==> images/layer_met1.png <==
Supply wires on this layer in gray.
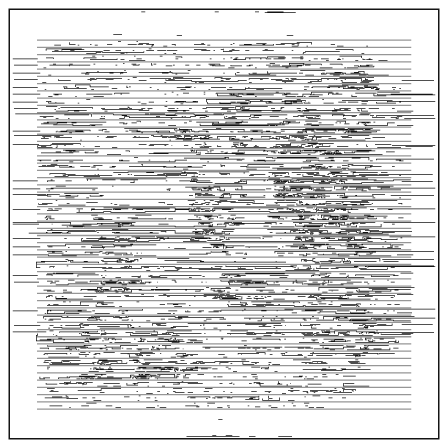
==> images/layer_met2.png <==
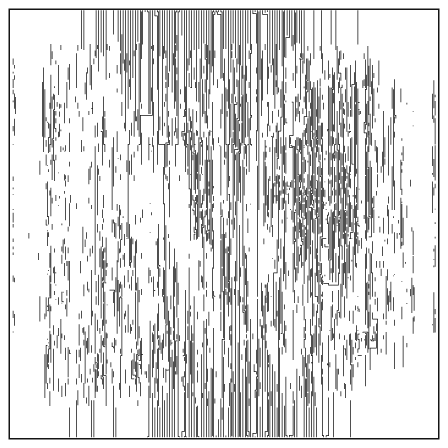
==> images/layer_met3.png <==
Bar = 50 um.
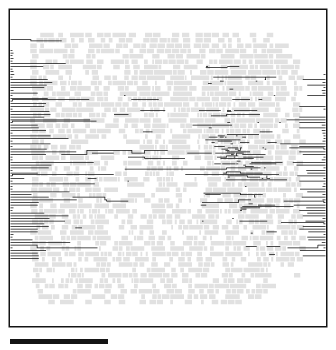
<file path="config.mk">
export PLATFORM = sky130hd
export DESIGN_NAME = wb_stage
export DESIGN_NICKNAME = d
export VERILOG_FILES = /design/src/rtl/wb_stage_pkg.sv /design/src/rtl/wb_stage_w_ext.sv /design/src/rtl/wb_stage.sv
export SDC_FILE = /design/constraint.sdc
export NUM_CORES = 1
export LEC_CHECK = 0
export CORE_MARGIN = 10
export CORE_UTILIZATION = 40
export CTS_CLUSTER_DIAMETER = 60
export DETAILED_ROUTE_END_ITERATION = 16
export GPL_TIMING_DRIVEN = 0
export PLACE_DENSITY_LB_ADDON = 0.12
export SLEW_MARGIN = 0
export SYNTH_ARGS = -nofsm -noshare
export SYNTH_HDL_FRONTEND = slang
export SYNTH_SLANG_ARGS = --single-unit
</file>
<file path="constraint.sdc">
create_clock -name clk -period 2.2 [get_ports clk]
set_input_delay 0.22 -clock clk [delete_from_list [all_inputs] [get_ports clk]]
set_output_delay 0.22 -clock clk [all_outputs]
set_load 0.01 [all_outputs]
</file>
<file path="src/rtl/wb_stage_pkg.sv">
// Shared constants and types for the write-back stage: write-data select codes,
// load extension codes, the reset PC and the MEM/WB pipeline register layout.
package wb_stage_pkg;

  localparam logic [1:0] WD_ALU  = 2'd0;
  localparam logic [1:0] WD_MEM  = 2'd1;
  localparam logic [1:0] WD_PC8  = 2'd2;
  localparam logic [1:0] WD_ZERO = 2'd3;

  localparam logic [2:0] LD_W  = 3'd0;
  localparam logic [2:0] LD_B  = 3'd1;
  localparam logic [2:0] LD_BU = 3'd2;
  localparam logic [2:0] LD_H  = 3'd3;
  localparam logic [2:0] LD_HU = 3'd4;

  localparam logic [31:0] PC_RESET = 32'h0000_3000;

  typedef struct packed {
    logic        valid;
    logic [31:0] pc;
    logic [31:0] instr;
    logic [31:0] alu_out;
    logic [31:0] mem_rd;
    logic [4:0]  reg_addr;
    logic        reg_we;
    logic [1:0]  wd_src;
    logic [2:0]  load_op;
  } mem_wb_t;

  localparam mem_wb_t MEM_WB_RESET = '{
    valid:    1'b0,
    pc:       PC_RESET,
    instr:    32'd0,
    alu_out:  32'd0,
    mem_rd:   32'd0,
    reg_addr: 5'd0,
    reg_we:   1'b0,
    wd_src:   WD_ALU,
    load_op:  LD_W
  };

  // Return address of a link instruction: skips the delay slot, wraps mod 2^32.
  function automatic logic [31:0] link_addr(input logic [31:0] pc);
    return pc + 32'd8;
  endfunction

endpackage

</file>
<file path="src/rtl/wb_stage_w_ext.sv">
// W_EXT: combinational load extender. Picks the byte/half lane addressed by the
// low address bits out of an aligned memory word and sign/zero extends it.
module W_EXT
  import wb_stage_pkg::*;
(
  input  logic [31:0] word,
  input  logic [1:0]  offset,
  input  logic [2:0]  LoadOp,
  output logic [31:0] ext
);

  logic [7:0]  byte_lane [4];
  logic [15:0] half_lane [2];
  logic [7:0]  sel_byte;
  logic [15:0] sel_half;

  generate
    for (genvar gi = 0; gi < 4; gi++) begin : g_byte
      assign byte_lane[gi] = word[gi*8 +: 8];
    end
    for (genvar gi = 0; gi < 2; gi++) begin : g_half
      assign half_lane[gi] = word[gi*16 +: 16];
    end
  endgenerate

  // Halfword lane ignores offset[0]; misaligned halves read the containing half.
  assign sel_byte = byte_lane[offset];
  assign sel_half = half_lane[offset[1]];

  always_comb begin
    ext = word;
    case (LoadOp)
      LD_B:    ext = {{24{sel_byte[7]}}, sel_byte};
      LD_BU:   ext = {24'd0, sel_byte};
      LD_H:    ext = {{16{sel_half[15]}}, sel_half};
      LD_HU:   ext = {16'd0, sel_half};
      default: ext = word;
    endcase
  end

endmodule

</file>
<file path="src/rtl/wb_stage.sv">
// wb_stage: MEM/WB pipeline register plus write-back data selection and retire
// counter. Optional macro WB_TRACE_EN adds a simulation-only GRF write trace.
module wb_stage
  import wb_stage_pkg::*;
(
  input  logic        clk,
  input  logic        reset,
  input  logic        Valid_M,
  input  logic [31:0] PC_M,
  input  logic [31:0] Instr_M,
  input  logic [31:0] ALUOut_M,
  input  logic [31:0] MemRD_M,
  input  logic [4:0]  RegAddr_M,
  input  logic        RegWE_M,
  input  logic [1:0]  WDSrc_M,
  input  logic [2:0]  LoadOp_M,
  output logic        WE,
  output logic [4:0]  WriteReg,
  output logic [31:0] WriteData,
  output logic [31:0] PC_WB,
  output logic [31:0] Instr_WB,
  output logic [31:0] FWD_WtD,
  output logic [31:0] RetireCnt
);

  mem_wb_t     mem_wb_reg;
  logic [31:0] retire_cnt_reg;
  logic [31:0] load_data;
  logic [31:0] write_data_next;

  // A bubble still loads the register so stale write enables never linger.
  always_ff @(posedge clk) begin
    if (!reset) begin
      mem_wb_reg     <= MEM_WB_RESET;
      retire_cnt_reg <= 32'd0;
    end else begin
      mem_wb_reg.valid    <= Valid_M;
      mem_wb_reg.pc       <= PC_M;
      mem_wb_reg.instr    <= Instr_M;
      mem_wb_reg.alu_out  <= ALUOut_M;
      mem_wb_reg.mem_rd   <= MemRD_M;
      mem_wb_reg.reg_addr <= RegAddr_M;
      mem_wb_reg.reg_we   <= RegWE_M;
      mem_wb_reg.wd_src   <= WDSrc_M;
      mem_wb_reg.load_op  <= LoadOp_M;
      if (Valid_M) begin
        retire_cnt_reg <= retire_cnt_reg + 32'd1;
      end
    end
  end

  W_EXT u_w_ext (
    .word   (mem_wb_reg.mem_rd),
    .offset (mem_wb_reg.alu_out[1:0]),
    .LoadOp (mem_wb_reg.load_op),
    .ext    (load_data)
  );

  always_comb begin
    write_data_next = 32'd0;
    case (mem_wb_reg.wd_src)
      WD_ALU:  write_data_next = mem_wb_reg.alu_out;
      WD_MEM:  write_data_next = load_data;
      WD_PC8:  write_data_next = link_addr(mem_wb_reg.pc);
      default: write_data_next = 32'd0;
    endcase
  end

  // $0 is hardwired: the instruction retires but the GRF is left untouched.
  assign WE        = mem_wb_reg.valid & mem_wb_reg.reg_we & (mem_wb_reg.reg_addr != 5'd0);
  assign WriteReg  = mem_wb_reg.reg_addr;
  assign WriteData = write_data_next;
  assign FWD_WtD   = write_data_next;
  assign PC_WB     = mem_wb_reg.pc;
  assign Instr_WB  = mem_wb_reg.instr;
  assign RetireCnt = retire_cnt_reg;

`ifdef WB_TRACE_EN
  always_ff @(posedge clk) begin
    if (WE) begin
      $display("@%08h: $%02d <= %08h", PC_WB, WriteReg, WriteData);
    end
  end
`endif

endmodule

</file>
==> impl_metrics.py <==
# Auto-generated metrics
metrics = {
    "drt": {
        "dr.pass1.iters": 5,
        "drc": 0,
        "ant_nets": 0,
    },
    "grt": {
        "grt_max_degree": 19,
        "antenna_found_initial": 4,
        "grt_pass1_wl_mm": 43.7,
    },
    "clocking": {
        "clock_latency_ns": 0.44,
        "tritoncts": "yes",
        "cts_buffers": 17,
    },
    "layout": {
        "final_common_cell": "clkdlybuf4s50_1",
        "area_growth_pct": 64.7,
        "nets": 1368,
    },
    "placed_design": {
        "dp_hpwl_mm": 22.2,
    },
    "status": {
        "status": "finished, violations left",
        "violations": "negative setup slack",
    },
    "critical_path": {
        "worstPathRequired_ns": 1.98,
    },
    "power": {
        "power_density_mw_per_mm2": 617,
    },
    "timing": {
        "setup_violations": 64,
        "fin_ws_ns": -0.597,
    },
    "worst_hold_path": {
        "min_path_type": "in2reg",
    },
    "floorplanning": {
        "initial_core_util_pct": 40.7,
        "die_area_mm2": 0.0259,
    },
    "synth": {
        "syn_area_per_cell_um2": 9.19,
    },
}
Notes on layer_met1.png above:
The layer carries 11000 um of wire. The layer holds 37% of the routed length.

Notes on layer_met2.png above:
The layer holds 50% of the routed length. The wires run mostly vertical.

Notes on layer_met3.png above:
The layer carries 2620 um of wire. 197 nets have wire on it.

## timing repair
item | 4_1_cts | 5_1_grt
resized | 404 | 102
setup buffers | 21 | 20
endpoints found under the setup margin | 64 | 75
cloned | 1 | 0
pin swaps | 37 | 24
## layout make-up
class / instances / area [um2] / area share [%]
diodes: 2 / 5.00 / 0.0382
repair buffers: 345 / 3360 / 25.7
flip-flops and latches: 172 / 3470 / 26.5
plain buffers: 139 / 1070 / 8.18
clock buffers: 17 / 425 / 3.25
clock inverters: 15 / 144 / 1.10
multi-input cells: 538 / 4240 / 32.4
inverters: 11 / 41.3 / 0.315
well taps: 265 / 332 / 2.53
## layer usage
layer	GRT usage, %	part of all wire (%)	up-vias
met3	8.16	8.9	69
met4	8.11	3.6	2
met5	0	0.027	-
li1	-	-	3565
met2	37.7	50	292
met1	23.2	37	3436
## kinds of logic (layout without fill, tap and decap cells)
group           Yosys count  in the layout  share of synthesized area, %
simple gates            359            359                          25.6
flops                   172            172                          43.3
buf+inv                 155            527                          12.3
compound gates          102            102                          9.70
xor+xnor                 51             51                          5.62
mux                      23             23                          3.09
fa+ha+maj                 3              3                         0.441
other cells               0              2                             0
## report_power, final
group | internal, mW | switching (mW) | total [mW] | leakage [nW]
registers | 3.25 | 0.125 | 3.38 | 1.43
clock network | 1.51 | 1.46 | 2.96 | 0.280
logic | 1.02 | 0.718 | 1.74 | 3.55
## how the worst max path moves through the flow
stage	start	end	cells after the start
after global placement	mem_wb_reg[0]	WriteData[11]	9
after global routing	mem_wb_reg[44]	WriteData[19]	9
after detailed placement	mem_wb_reg[0]	WriteData[11]	9
final	mem_wb_reg[44]	WriteData[19]	9
after CTS	mem_wb_reg[44]	WriteData[19]	10
after floorplan	mem_wb_reg[44]	WriteData[23]	8
## Yosys cell counts (all sizes together) (12+ instances only)
| library cell | n |
|---|---|
| nand2 | 47 |
| a22oi | 12 |
| nand4 | 22 |
| and2 | 165 |
| mux2i | 20 |
| nand3 | 25 |
| o21ai | 25 |
| xnor2 | 23 |
| o221ai | 16 |
| clkbuf | 35 |
| xor2 | 28 |
| nor2 | 38 |
| buf | 109 |
| o22ai | 13 |
| dfxtp | 172 |
| nor4 | 12 |
## per-stage QoR
step / instances / worst slack (ns) / instance area [um2]
5_1_grt: 1503 / -0.658 / 13100
4_1_cts: 1485 / -0.611 / 12700
2_1_floorplan: 865 / 0.0267 / 7950
3_3_place_gp: 1436 / -1.14 / 11300
6_report: 1504 / -0.597 / 13100
3_5_place_dp: 1436 / -1.06 / 11300
## critical path: stages (launching register included)
cell,delay [ns]
dfxtp_4,0.37
mux4_2,0.40
nor3b_4,0.06
and2_4,0.16
or3_4,0.34
buf_12,0.15
buf_6,0.11
o211ai_1,0.28
buf_4,0.17
buf_6,0.09
Power is estimated from default activity; no workload was simulated.
